**I/O nets highlighted**

Drawn at 2 px/um.
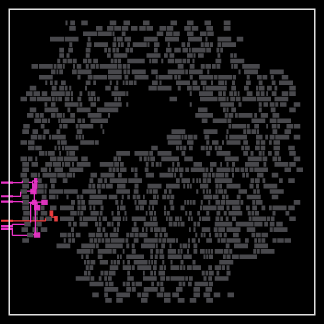
**Cell outlines without signal wires**

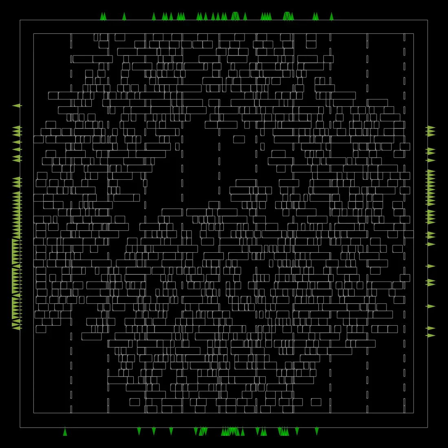
**Cell classes on the final placement**

Drawn at 2 px/um.
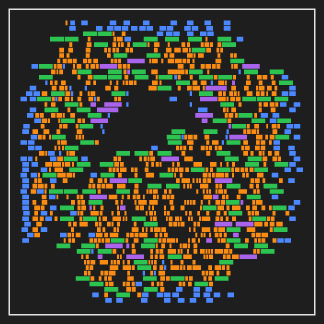
**Local utilization**

Drawn at 2 px/um. 15 x 15 tiles, from dark blue (low) to red (high), 0 to 100% covered.
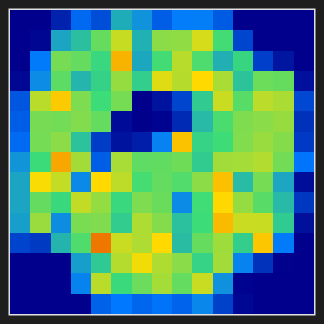
**Metal 1**

Drawn at 3 px/um. Supply wires on this layer in gray.
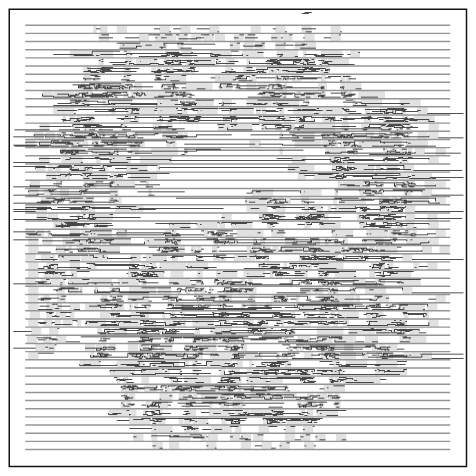
==> config.mk <==
export PLATFORM = sky130hd
export DESIGN_NAME = hazard_ctrl
export DESIGN_NICKNAME = d
export VERILOG_FILES = /design/src/rtl/hazard_ctrl_pkg.sv /design/src/rtl/hz_scoreboard.sv /design/src/rtl/hazard_ctrl.sv
export SDC_FILE = /design/constraint.sdc
export NUM_CORES = 1
export LEC_CHECK = 0
export CAP_MARGIN = 20
export CORE_MARGIN = 5
export CORE_UTILIZATION = 35
export CTS_BUF_LIST = sky130_fd_sc_hd__clkbuf_16
export DETAILED_ROUTE_END_ITERATION = 12
export GPL_TIMING_DRIVEN = 0
export PLACE_DENSITY = 0.64
export SETUP_SLACK_MARGIN = 0.5
export SKIP_CTS_REPAIR_TIMING = 1
export SLEW_MARGIN = 15
export SYNTH_ARGS = -nofsm -noshare
export SYNTH_HDL_FRONTEND = slang
export SYNTH_SLANG_ARGS = --single-unit
==> constraint.sdc <==
create_clock -name clk -period 10.1 [get_ports clk]
set_clock_uncertainty 0.05 [all_clocks]
set_input_delay 2.525 -clock clk [delete_from_list [all_inputs] [get_ports clk]]
set_output_delay 2.525 -clock clk [all_outputs]
set_load 0.05 [all_outputs]
==> out/results.txt <==
outcome = completed
max_slew headroom = 40.5%
total gr overflow = 0
mean area per synthesized cell = 8.08 um2
TritonCTS clock tree = built
Switch Pwr = 0.280 mW
Final period util = 77.0%
Post-DP Area = 8680 um2
Gate Area = 4340 um2
Synth Seq Share = 35.8%
Crit Path Max Fanout = 10
tool warnings = 26
top sig layer = met4
first-pass GRT wire length = 32.1 mm
Synth top area share = 35.8%
Int Pwr = 0.883 mW
Overall Global Routing Usage = 16.8%
Commonest cells post-synth = dfxtp_1, a21oi_1, nor2_1, o21ai_0, nand2_1
MUX share of area = 3.14%
drt via density = 5.22
Max Fclk = 129 MHz
Placed Cells incl. Taps = 1,272
post-synthesis register bit count = 126
peak supply drop = 0.000100 V
Tightest Pin Transition = 0.893 ns
antenna violations before repair = 0
Fillers = 2,035
Worst Setup End Kind = output port
Antenna Cells = 0
met3 wire len = 1.16 mm
part of the power in registers = 43.0%
Post-DRT Antenna Nets = 0
Yosys Instances = 873
AND-OR/OR-AND Cells, Area Fraction = 17.4%
GPL Wtd Cong = 0.843
layout cells sized above 1 = 7.74%
WHS Path Cells = 2
met3 usage in global routing = 4.58%
Reg2Reg Setup Slack = 7.75 ns
syn nets = 942
Largest register FFs = 62
vias in the first global route = 6,346
nets = 1,090
signal arrival time at the worst endpoint = 5.20 ns
largest net degree at the start of global routing = 17
non-filler cells in the finished layout = 1,304
Min Hold Slack = 0.425 ns
# Max-Cap Violations = 0
yosys adder share = 6.03%
Hold Path Class = reg2reg
DRT iter0 DRCs = 370
die footprint = 23,100 um2
CP startpoint kind = primary input
Clk pwr share = 51.6%
H-tree levels = 4
Crit Path Class = in2out
most instantiated logic cell after routing = clkdlybuf4s50_1
leakage = 3.03 nW
clock sinks = 126
met2 GRT Util = 26.3%
DRT Pass-1 Iters = 4
Sw Ratio = 24.1%
Area contributors post-synth = dfxtp_1, a21oi_1, ha_1
count leader, synth = dfxtp_1
RSZ-0062 raised after global routing = no
WP data required = 7.53 ns
clock buffer count from CTS = 17
GRT busiest layer = met2
post-synth top area cell = dfxtp_1
root buf cell = clkbuf_16
Yosys chip area = 7050 um2
Final Hold Vio Count = 0
setup tns final = 0 ns
Worst Reg-to-Reg Cells = 8
Yosys warnings = 0
Logic family by area = simple AND/OR/NAND/NOR gates
Synth Area in Simple Gates = 31.6%
most frequent logic cells in the routed design = clkdlybuf4s50_1, dfxtp_1, a21oi_1, nor2_1, o21ai_0
synthesized instance count = 873
main flop type = dfxtp_1
HPWL after detailed placement = 14.4 mm
Routed met1 length = 9.34 mm
met2 wire len = 8.77 mm
Slew Viols, Final = 0
Netlist Area Pre-Place = 7050 um2
clock transition at the registers of the reported paths = 0.06 ns
## Picture notes: 'I/O nets highlighted'
Red is id_valid, bits 1, direction input, end cells 2, buffers 1, wire 21.5 um. Magenta is id_rs2, bits 5, direction input, end cells 7, buffers 5, wire 95.3 um.
port bufs: 129
Top-Level Pins: 135

## Picture notes: 'cell outlines without signal wires'
fin util: 46.2%
flop count: 126
row count: 52

## Picture notes: 'cell classes on the final placement'
Green is sequential cells, cells 126, share of their area 28%. Blue is remaining buffers and delay cells, cells 161, share of their area 16%. Purple is clock drivers and dummy loads, cells 32, share of their area 6.4%. Orange is combinational and other logic, cells 715, share of their area 49%.
Layout Cell Area excl Fill: 9260 um2
flop share of the area: 27.3%
core area: 20,000 um2

## Picture notes: 'local utilization'
17% of the tiles are nearly empty. The mean over all tiles is 39%. 5.3% of the tiles are over 75% full. The fullest tile reaches 87%.
FP Core Util: 35.2%

## Picture notes: 'metal 1'
The layer holds 48% of the routed length. The layer carries 9,340 um of wire. The longest straight run is 55.7 um. The wires run mostly horizontal.
final WL: 19.6 mm
met1 usage: 22.3%
via count: 6,803

[critical path: stages]
cell and delay (ns):
clkdlybuf4s50_1 0.63, clkbuf_1 0.63, a211oi_1 0.10, ha_1 0.32, inv_1 0.10, buf_4 0.10
clkdlybuf4s50_1 0.79
[cell type report]
class | count | area share, %
multi-input cells | 706 | 46.9
well taps | 270 | 3.65
inverters | 9 | 0.365
plain buffers | 32 | 1.66
flip-flops and latches | 126 | 27.3
clock inverters | 15 | 1.61
clock buffers | 17 | 4.60
repair buffers | 129 | 13.9
[power by group through the flow]
stage                     clock network, mW  registers (mW)  logic [mW]
after floorplan                           0           0.513      0.0291
after global placement                    0           0.511      0.0636
after detailed placement                  0           0.511      0.0637
after CTS                             0.612           0.500      0.0640
after global routing                  0.637           0.500      0.0687
final                                 0.600           0.500      0.0630
Power is estimated from default activity; no workload was simulated.
